**src/rtl/mult_pkg.sv**
```systemverilog
// Shared types and widths for the shared 4x4 multiplier front end.
package mult_pkg;

    localparam int unsigned OPW      = 4;
    localparam int unsigned PW       = 8;
    // Widest requester tag needed for up to 8 requesters.
    localparam int unsigned MAX_ID_W = 3;

    typedef struct packed {
        logic [OPW-1:0]      a;
        logic [OPW-1:0]      b;
        logic [MAX_ID_W-1:0] id;
    } mult_req_t;

    typedef struct packed {
        logic [PW-1:0]       product;
        logic [MAX_ID_W-1:0] id;
    } mult_rsp_t;

endpackage

```
**src/rtl/four_bit_multiplier.sv**
```systemverilog
// Unsigned 4x4 array multiplier, purely combinational.
module four_bit_multiplier
    import mult_pkg::*;
(
    input  logic [OPW-1:0] a,
    input  logic [OPW-1:0] b,
    output logic [PW-1:0]  product_c
);

    // Sum of shifted partial products, one row per bit of b.
    always_comb begin
        product_c = '0;
        for (int i = 0; i < int'(OPW); i++) begin
            if (b[i]) begin
                product_c = product_c + (PW'(a) << i);
            end
        end
    end

endmodule

```
**src/rtl/rr_arbiter.sv**
```systemverilog
// Round-robin grant: first set request searching upward from ptr+1, wrapping.
module rr_arbiter #(
    parameter int unsigned N    = 4,
    parameter int unsigned ID_W = 2
) (
    input  logic [N-1:0]    req,
    input  logic [ID_W-1:0] ptr,
    output logic [N-1:0]    gnt
);

    logic [ID_W:0] sh;
    logic [N-1:0]  rot;
    logic [N-1:0]  rot_gnt;

    // Rotate so ptr+1 lands at bit 0, take the lowest set bit, rotate back.
    always_comb begin
        sh      = {1'b0, ptr} + (ID_W + 1)'(1);
        rot     = N'({req, req} >> sh);
        rot_gnt = '0;
        for (int j = int'(N) - 1; j >= 0; j--) begin
            if (rot[j]) begin
                rot_gnt = N'(1) << j;
            end
        end
        gnt = N'(({rot_gnt, rot_gnt} << sh) >> N);
    end

endmodule

```
**src/rtl/shared_mult_arbiter.sv**
```systemverilog
// Round-robin front end sharing one 4x4 multiplier through a 2-stage pipe.
module shared_mult_arbiter
    import mult_pkg::*;
#(
    parameter int unsigned NUM_REQ = 4,
    parameter int unsigned ID_W    = $clog2(NUM_REQ)
) (
    input  logic                   clk,
    input  logic                   rst_n,
    input  logic [NUM_REQ-1:0]     req_valid,
    input  logic [OPW*NUM_REQ-1:0] req_a,
    input  logic [OPW*NUM_REQ-1:0] req_b,
    output logic [NUM_REQ-1:0]     req_ready,
    output logic                   rsp_valid,
    input  logic                   rsp_ready,
    output logic [ID_W-1:0]        rsp_id,
    output logic [PW-1:0]          rsp_product,
    output logic                   busy
);

    logic                s1_valid;
    mult_req_t           s1_q;
    mult_rsp_t           s2_q;
    logic [ID_W-1:0]     ptr;

    logic                s2_load_c;
    logic                s1_load_c;
    logic [NUM_REQ-1:0]  arb_req_c;
    logic [NUM_REQ-1:0]  gnt_c;
    logic [ID_W-1:0]     gnt_id_c;
    mult_req_t           sel_c;
    logic                xfer_c;
    logic [PW-1:0]       product_c;

    assign s2_load_c = s1_valid && (!rsp_valid || rsp_ready);
    assign s1_load_c = !s1_valid || s2_load_c;
    assign arb_req_c = s1_load_c ? req_valid : '0;

    rr_arbiter #(
        .N    (NUM_REQ),
        .ID_W (ID_W)
    ) u_arb (
        .req (arb_req_c),
        .ptr (ptr),
        .gnt (gnt_c)
    );

    // No acceptance while reset is held.
    assign req_ready = rst_n ? gnt_c : '0;
    assign xfer_c    = |req_ready;

    // Encode the grant and mux the winner's operands into an S1 payload.
    always_comb begin
        gnt_id_c = '0;
        sel_c    = '0;
        for (int i = 0; i < int'(NUM_REQ); i++) begin
            if (gnt_c[i]) begin
                gnt_id_c = ID_W'(i);
                sel_c.a  = req_a[OPW*i +: OPW];
                sel_c.b  = req_b[OPW*i +: OPW];
                sel_c.id = MAX_ID_W'(i);
            end
        end
    end

    four_bit_multiplier u_mult (
        .a         (s1_q.a),
        .b         (s1_q.b),
        .product_c (product_c)
    );

    // S1 operand register, S2 result register and round-robin pointer.
    always_ff @(posedge clk or negedge rst_n) begin
        if (!rst_n) begin
            s1_valid  <= 1'b0;
            s1_q      <= '0;
            rsp_valid <= 1'b0;
            s2_q      <= '0;
            ptr       <= ID_W'(NUM_REQ - 1);
        end else begin
            if (s1_load_c) begin
                s1_valid <= xfer_c;
                if (xfer_c) begin
                    s1_q <= sel_c;
                end
            end
            if (s2_load_c) begin
                rsp_valid    <= 1'b1;
                s2_q.product <= product_c;
                s2_q.id      <= s1_q.id;
            end else if (rsp_ready) begin
                rsp_valid <= 1'b0;
            end
            if (xfer_c) begin
                ptr <= gnt_id_c;
            end
        end
    end

    assign rsp_product = s2_q.product;
    assign rsp_id      = ID_W'(s2_q.id);
    assign busy        = s1_valid || rsp_valid;

endmodule
```
**config.mk**
```make
export PLATFORM = sky130hd
export DESIGN_NAME = shared_mult_arbiter
export DESIGN_NICKNAME = d
export VERILOG_FILES = /design/src/rtl/mult_pkg.sv /design/src/rtl/four_bit_multiplier.sv /design/src/rtl/rr_arbiter.sv /design/src/rtl/shared_mult_arbiter.sv
export SDC_FILE = /design/constraint.sdc
export NUM_CORES = 1
export LEC_CHECK = 0
export ABC_CLOCK_PERIOD_IN_PS = 4800
export CORE_UTILIZATION = 50
export CTS_BUF_LIST = sky130_fd_sc_hd__clkbuf_16
export DETAILED_ROUTE_END_ITERATION = 6
export GPL_TIMING_DRIVEN = 0
export MAX_ROUTING_LAYER = met4
export PLACE_DENSITY = 0.81
export SYNTH_ARGS = -nofsm -noshare
export SYNTH_HDL_FRONTEND = slang
export SYNTH_SLANG_ARGS = --single-unit
```
**constraint.sdc**
```tcl
create_clock -name clk -period 4.8 [get_ports clk]
set_input_delay 0.96 -clock clk [delete_from_list [all_inputs] [get_ports clk]]
set_output_delay 0.96 -clock clk [all_outputs]
set_load 0.01 [all_outputs]
```
==> metrics.cfg <==
[synthesis]
synth-xor-area-share=0.02377
compound_area_frac=0.3101
synthTopCellsByArea=sky130_fd_sc_hd__dfrtp_1 25%, sky130_fd_sc_hd__ha_1 6.8%, sky130_fd_sc_hd__mux2_4 4.8%
count_of_library_flops_with_an_enable_pin=0
netlist_area_um2=2211
ys.flop_type=sky130_fd_sc_hd__dfrtp_1
synthSimpleGateAreaFrac=0.1285
yosys.area.top_type=sky130_fd_sc_hd__dfrtp_1
synth.net_count=281
ys_warn_count=0
arithmetic_cell_share_of_the_synthesized_area_counting_full_adders_half_adders_and_majority_gates=0.09960
synthesis.instances=227

[setup_path]
timing.rr.start=s1_q[8]
crit_path_start=req_valid[0]
path_max_fanout=10
crit-reg2reg-capture=rsp_product[6]
worst_setup_path_end_kind=output port
worstSetupPathType=in2out
setup.reg_to_reg.worst_slack_ns=0.87

[cts]
cell_at_the_root_of_the_clock_tree=sky130_fd_sc_hd__clkbuf_16
post-cts-setup-buffers=0
clk_pin_slew_worst_paths_ns=0.06
h-tree-depth=1
clock_sink_count=24
cts_hold_buffers=0
ctsResizeCount=0
tritoncts.num_buffers=3
cts_tree=built

[floorplanning]
floorplan.initialDensity=0.5372
ios=55
core_footprint_um2=4115
dieWidth_um=68.50
floorplan.rows=23
die.size.y_um=68.50

[pwr]
worst_ir_drop_vdd_v=0.0003776
p_per_area_nw_per_um2=762.5
p_comb_frac=0.703
overall_power_mw=2.222
internal_power_mw=1.247

[final_timing]
fmaxAchievable_mhz=222.8
worst_pin_slew_ns=0.6558
slew_violations=0
report.final.hold_viol_count=0
report.final.setup_viol=0

[global_routing]
grt_antenna_before_repair=0
globalRoute.totalOverflow=0
gr-usage-all-layers=0.2643
grt_pass1_wl_um=9032

[worst_hold_path]
hold-path-cell-count=2
hold_path.startpoint=rsp_product[5]
hold_end=rsp_product[5]

[route]
average_wire_length_per_cell_after_detail_routing_um=16.38
post-route-drc-count=0
antenna_left=0

[placement]
worst_setup_slack_before_clock_tree_synthesis_ns=0.3728
place.gp.congestion=0.8717
dpl-instance-area_um2=2814
dp.cells=331

[outcome]
outcome=finished, final reports clean

[final_layout]
lay_top_count=sky130_fd_sc_hd__clkdlybuf4s50_1
drive_gt1_frac=0.1404

critical path, stage by stage:
cell	delay, ns
sky130_fd_sc_hd__clkdlybuf4s50_1	0.54
sky130_fd_sc_hd__nor2b_1	0.31
sky130_fd_sc_hd__nand4_1	0.21
sky130_fd_sc_hd__a31oi_4	0.39
sky130_fd_sc_hd__buf_4	0.25
sky130_fd_sc_hd__nor2_1	0.07
sky130_fd_sc_hd__nor3b_1	0.23
sky130_fd_sc_hd__clkdlybuf4s50_1	0.57
cell type report:
cell class | count | area [µm²] | share of cell area
well taps | 50 | 62.56 | 0.02147
plain buffers | 9 | 52.55 | 0.01803
clock buffers | 3 | 75.07 | 0.02576
inverters | 10 | 37.54 | 0.01288
flip-flops and latches | 24 | 603.1 | 0.2070
repair buffers | 54 | 535.5 | 0.1838
clock inverters | 1 | 30.03 | 0.01030
multi-input cells | 184 | 1518 | 0.5208
routing by layer:
metal | routed length [µm] | track usage
met5 | 0 | -
met3 | 432 | 0.02303
met1 | 2410 | 0.3418
met4 | 79 | 0.09896
met2 | 2563 | 0.4289
power by group through the flow:
stage               registers, mW  logic [mW]  clock network, mW
floorplan                   0.412        1.12                  0
global placement            0.414        1.48                  0
detailed placement          0.420        1.53                  0
CTS                         0.417        1.55              0.242
global route                0.437        1.72              0.247
finish                      0.419        1.56              0.240
registers in the layout, indices dropped and copies added (netlist names):
| name | flops |
|---|---|
| s1_q | 10 |
| rsp_product | 8 |
| ptr | 2 |
| rsp_id | 2 |
| rsp_valid | 1 |
| s1_valid | 1 |
cells by family after synthesis:
kind of cell / Yosys count
xor gates and xnor gates: 6
adders and majority gates: 16
AOI/OAI and AO/OA: 85
DFF: 24
and+or+nand+nor: 54
muxes: 23
buffers and inverters: 19
met1.png
The bar under the picture is 20 µm long.
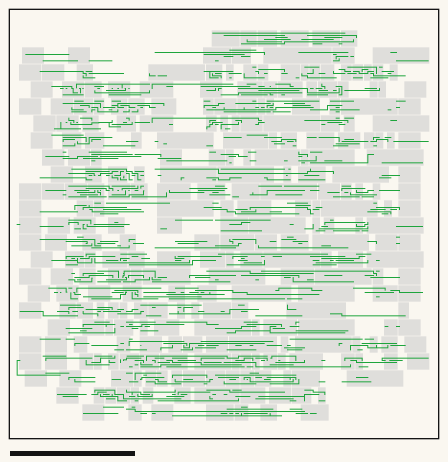
The layer holds 44% of the routed length. The longest straight run is 27.1 µm. 286 nets have wire on it.

met2.png
The bar under the picture is 20 µm long.
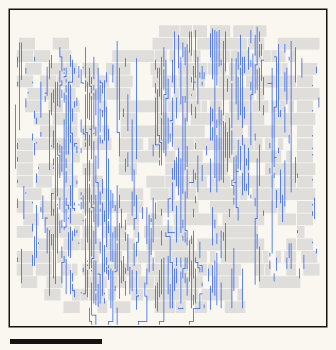
The wires run mostly vertical. The layer holds 47% of the routed length. The layer carries 2,560 µm of wire. 302 nets have wire on it. The longest straight run is 43.7 µm.
met2 track utilization from global routing: 0.4289
wirelength, routed: 5486 µm
total via count in the routed design: 2,119

met3.png
The bar under the picture is 20 µm long.
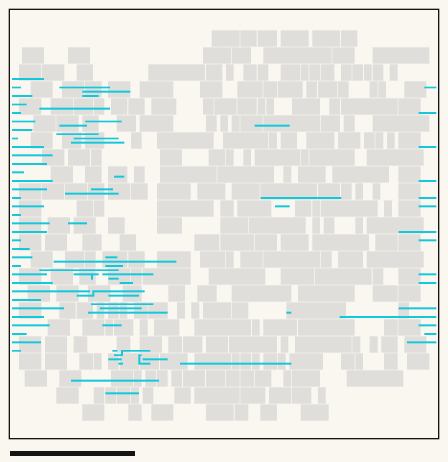
The longest straight run is 19.3 µm. The layer carries 432 µm of wire.
global-route met3 utilization: 0.02303

No activity file was given, so power comes from the tool's default toggle rates.
